### M3 wires, run 1

The bar under the picture is 50 um long.
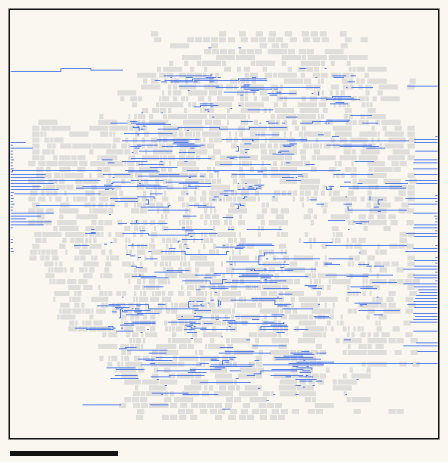
### Congestion heat map, run 1

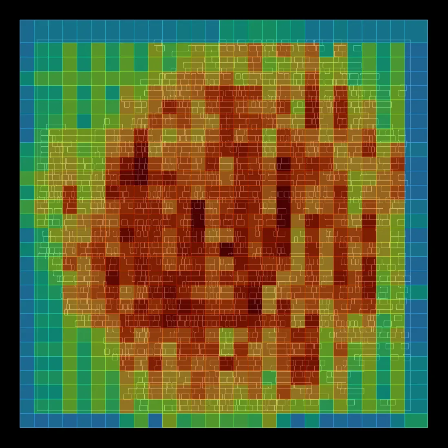
### Metal 1, run 1

The bar under the picture is 50 um long. Supply wires on this layer in gray.
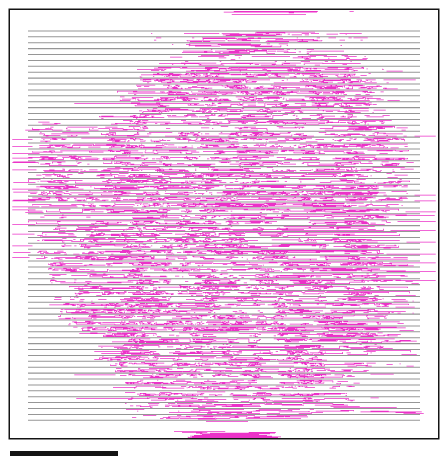
### A small window of the routed layout, run 1

The bar under the picture is 10 um long. Region (128, 29) to (168, 69) um. Cells in gray, sequential cells in the stronger gray; small squares are vias.
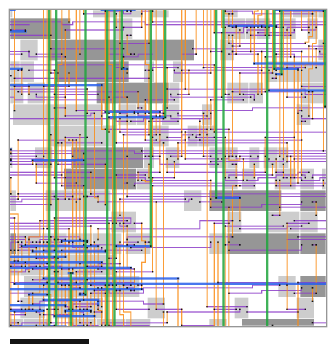
==> config.mk <==
export PLATFORM = sky130hd
export DESIGN_NAME = decode_window_sequencer
export DESIGN_NICKNAME = d
export VERILOG_FILES = /design/src/rtl/decode_window_sequencer_pkg.sv /design/src/rtl/decode_window_shifter.sv /design/src/rtl/decode_window_sequencer.sv
export SDC_FILE = /design/constraint.sdc
export NUM_CORES = 1
export LEC_CHECK = 0
export CORE_MARGIN = 8
export CORE_UTILIZATION = 40
export DETAILED_ROUTE_END_ITERATION = 10
export PLACE_DENSITY = 0.68
export SYNTH_ARGS = -nofsm -noshare
export SYNTH_HDL_FRONTEND = slang
export SYNTH_HIERARCHICAL = 1
export SYNTH_SLANG_ARGS = --single-unit
==> constraint.sdc <==
create_clock -name i_clock -period 6.5 [get_ports i_clock]
set_input_delay 1.3 -clock i_clock [delete_from_list [all_inputs] [get_ports i_clock]]
set_output_delay 1.3 -clock i_clock [all_outputs]
set_load 0.02 [all_outputs]
==> run summary, run 1 <==
layout cells sized above 1: 0.134
number of core rows: 66
routed vias/inst: 6.68
input/output buffers: 184
first-pass GRT wire length: 86.4 mm
syn_area_per_cell: 9.23 um2
XORs/XNORs by Area: 0.00913
Log Warnings: 48
cts hold-fix bufs: 0
Mux area share: 0.225
Logic family by area: AND-OR/OR-AND gates
routability cong.: 0.964
Post-Synth AOI/OAI Area: 0.234
die area: 38900 um2
Largest register FFs: 128
Die Span Y: 197 um
I/O pins: 185
Max-Cap Viols: 0
Finish-stage setup viols: 0
Flops after synth: 139
Synth area leaders: dfrtp_1 26%, mux4_2 12%, mux2i_1 6.7%, nor2b_1 6.7%, nand2_1 3.7%
H-tree depth: 4
Register-to-Register Path Depth: 14
Min-Delay Path Class: reg -> reg
final worst slack: 1.11 ns
Layout Area Growth over Synthesis: 20.9%
Post-layout nets: 1619
pre-CTS worst setup slack: 0.771 ns
drt first pass iters: 8
DPL Wire Length: 43.2 mm
WHS Path Cells: 1
asr flop ratio synth: 1.00
pin count of the biggest net entering global routing: 154
Max-slew headroom: 0.215
initial DRC count: 1504
CTS tree: done
Yosys top cell area share: 0.264
Synth Flop Type: dfrtp_1
Hold Violations, Final: 0
Max VDD drop: 0.000296 V
status: finished, final reports clean
Post-CTS Setup Inserts: 0
# resized after CTS: 0
skew final: 0.0120 ns
Mapped Nets: 1509
maximum clock insertion buffer count: 2
-- 'M3 wires' (at the start) --
nets with wire on the layer	316
share of all routed wire	8.1%
longest straight run	70.6 um
main direction	horizontal
wire length on this layer	4720 um
DR vias: 13296
met3 Usage GRT: 0.0511
WL final: 58.4 mm

-- 'Congestion heat map' (at the start) --
final core occ: 0.490
WL/cell: 29.3 um
M1 GR Usage: 0.361

-- 'Metal 1' (at the start) --
main direction	horizontal
wire length on this layer	22.2 mm
nets with wire on the layer	1497

-- 'A small window of the routed layout' (at the start) --
layer	color
met3	blue
met4	green
met2	orange
met1	purple
most frequent	nor2b_1 (11), nand2_1 (10), o21ai_0 (10)
sequential cells in the window	9
cells with their middle in the window	77

[run 1: per-layer routing]
metal	vias up	track usage
li1	5624	-
met1	6572	0.361
met2	891	0.465
met3	207	0.0511
met4	2	0.199
met5	-	0
[run 1: worst max-delay path, stage by stage]
cell             delay, ns
clkdlybuf4s50_1       0.55
and3_4                0.23
ha_2                  0.18
inv_1                 0.05
fa_1                  0.53
ha_1                  0.35
inv_1                 0.45
ha_1                  0.35
a21o_1                0.18
a211o_1               0.29
a211o_1               0.32
a211oi_2              0.59
a22o_1                0.24
nor2b_1               0.12
[run 1: layout by cell type, fill, tap and decap left out, types with 42 or more instances in the layout]
master	instances
a21oi_1	60
clkdlybuf4s50_1	183
dfrtp_1	139
inv_1	53
mux2i_1	88
mux4_2	72
nand2_1	129
nor2_1	55
nor2b_1	140
o21ai_0	80
o2bb2ai_1	42
[run 1: stage by stage]
step	cells	cell area, um2	total power, mW	util	hold WS, ns
after floorplan	1425	13200	4.54	-	0.459
after global placement	1958	15300	6.33	0.472	0.513
after detailed placement	1958	15300	6.37	0.472	0.511
after CTS	1990	15900	7.43	0.490	0.524
after global routing	1990	15900	7.91	0.490	0.553
final	1991	15900	7.59	0.490	0.527
[run 1: layout make-up]
class / count / area [um2] / share of cell area
multi-input combinational: 1106 / 8970 / 0.564
sequential: 139 / 3480 / 0.219
timing repair buffer: 211 / 2070 / 0.130
tap: 442 / 553 / 0.0348
clock buffer: 17 / 425 / 0.0267
inverter: 60 / 230 / 0.0145
clock inverter: 15 / 178 / 0.0112
antenna: 1 / 2.50 / 0.000157
[run 1: power breakdown]
group	total [mW]	switching, mW	internal, mW
logic	5.17	3.25	1.92
clock network	1.05	0.465	0.581
registers	1.38	0.330	1.05
total	7.59	4.05	3.55
[run 1: logic make-up (layout without fill, tap and decap cells)]
family,Yosys count,count (layout)
AND-OR/OR-AND,421,421
multiplexers,199,199
buffers and inverters,180,303
other,0,1
adder cells (fa/ha/maj),39,39
XOR/XNOR,10,10
flip-flops,139,139
AND/OR/NAND/NOR,437,437
### Logic cells by family, run 1

The bar under the picture is 50 um long.
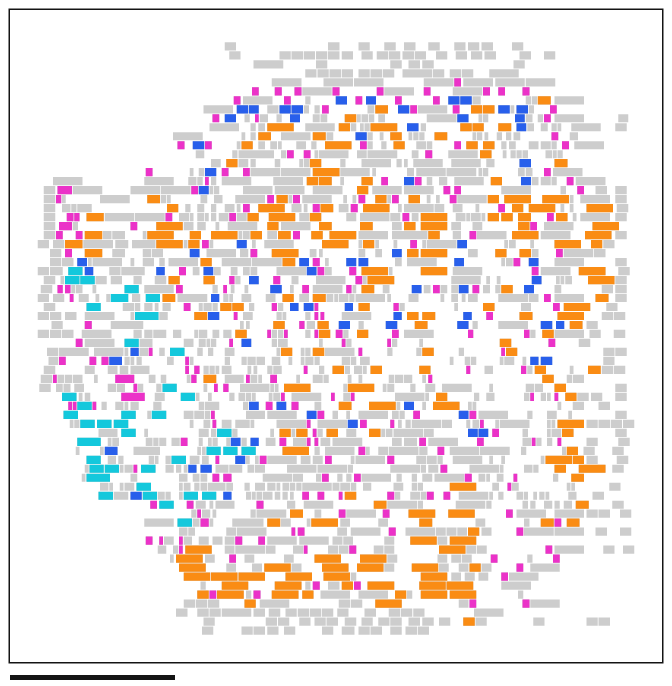

## Run 2: what changed since run 1
Settings changed: PLACE_DENSITY 0.68 to 0.7.
Clock period 6.5 ns to 4.6 ns, I/O delays scaled along.
### Logic cells by family, run 2

The bar under the picture is 50 um long.
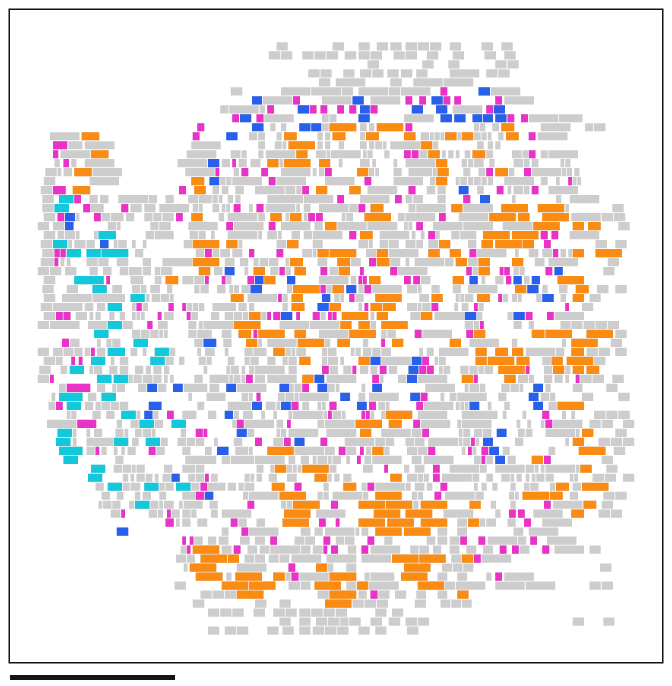
family	color	cells	most used
NOR gates	magenta	219	nor2b_1
AND-OR and OR-AND gates	blue	77	a22o_1
adder and majority cells	cyan	39	ha_1
multiplexers	orange	199	mux2i_1
most used logic cell in the final layout: clkdlybuf4s50_1
Comb area share: 0.529

### M3 wires, run 2

The bar under the picture is 50 um long.
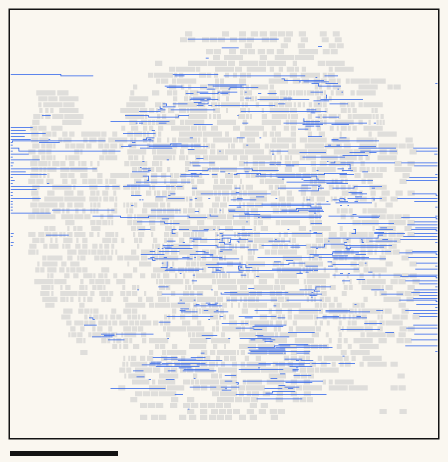
main direction	horizontal
wire length on this layer	5070 um
WL final: 58.6 mm
DR vias: 13734
met3 Usage GRT: 0.0532

### Metal 1, run 2

The bar under the picture is 50 um long. Supply wires on this layer in gray.
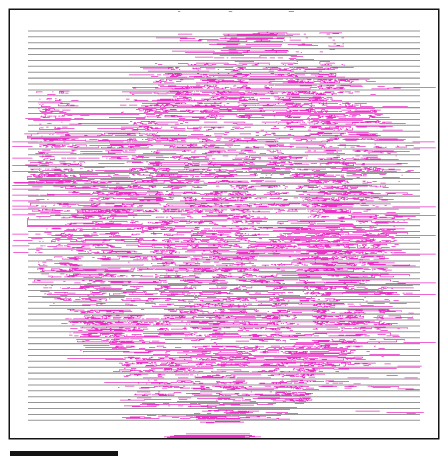
main direction	horizontal
wire length on this layer	21.8 mm
longest straight run	69.0 um
M1 GR Usage: 0.356

==> run summary, run 2 <==
Largest register FFs: 128
number of core rows: 66
Power Total: 11.9 mW
routability cong.: 1.06
cts hold-fix bufs: 0
maximum clock insertion buffer count: 2
dpl cell area: 16400 um2
Synth area leaders: dfrtp_1 26%, mux4_2 12%, mux2i_1 6.7%, nor2b_1 6.7%, nand2_1 3.7%
Register-to-Register Path Depth: 17
input/output buffers: 184
initial DRC count: 2030
critical path's largest stage delay: 0.49 ns
asr flop ratio synth: 1.00
Synth Flop Type: dfrtp_1
routed vias/inst: 6.46
Yosys top cell area share: 0.264
layout cells sized above 1: 0.207
Hold Violations, Final: 0
Post-CTS Setup Inserts: 0
Max-slew headroom: 0.307
H-tree depth: 4
Log Warnings: 41
fin area: 17000 um2
WL/cell: 27.5 um
I/O pins: 185
Antenna diodes: 0
Flops after synth: 139
# resized after CTS: 0
Die Span Y: 197 um
WHS Path Cells: 1
status: finished, final reports clean
Mapped Nets: 1509
DPL Wire Length: 44.4 mm
first-pass GRT wire length: 87.1 mm
==> run 2: cell families (layout without fill, tap and decap cells) <==
family | after synthesis | in the layout | synth area share
multiplexers | 199 | 199 | 0.225
XOR/XNOR | 10 | 10 | 0.00913
buffers and inverters | 180 | 440 | 0.0550
AND-OR/OR-AND | 421 | 421 | 0.234
flip-flops | 139 | 139 | 0.264
adder cells (fa/ha/maj) | 39 | 39 | 0.0388
AND/OR/NAND/NOR | 437 | 437 | 0.174
==> run 2: area by class of cell <==
type                    instances  area (um2)  area share
multi-input cells            1106        8990       0.529
repair buffers                348        3150       0.185
flip-flops and latches        139        3480       0.204
inverters                      60         229      0.0135
clock buffers                  18         439      0.0258
well taps                     442         553      0.0325
clock inverters                14         178      0.0104
==> run 2: critical path: cells and delay by family <==
family / cells / cell delay (ns)
buffers and inverters: 5 / 0.99
adder cells (fa/ha/maj): 2 / 0.73
AND-OR/OR-AND: 6 / 1.23
AND/OR/NAND/NOR: 4 / 0.90
==> run 2: stage by stage <==
stage,setup TNS (ns),util
floorplan,0,-
global placement,-2.66,0.505
detailed placement,-5.70,0.505
CTS,0,0.524
global route,0,0.524
finish,0,0.524
==> run 2: per-layer routing <==
| layer | track usage | wire (um) | share of wire | vias up |
|---|---|---|---|---|
| met1 | 0.356 | 21800 | 0.37 | 6699 |
| met4 | 0.190 | 4060 | 0.069 | 0 |
| met2 | 0.481 | 27600 | 0.47 | 928 |
| met5 | 0 | 0 | 0 | - |
| li1 | - | - | - | 5893 |
| met3 | 0.0532 | 5070 | 0.087 | 214 |
==> run 2: report_power, final <==
group,internal (mW),switching [mW],leakage [nW]
registers,1.48,0.446,1.92
clock network,0.839,0.661,0.297
logic,3.68,4.78,4.57
No activity file was given, so power comes from the tool's default toggle rates.
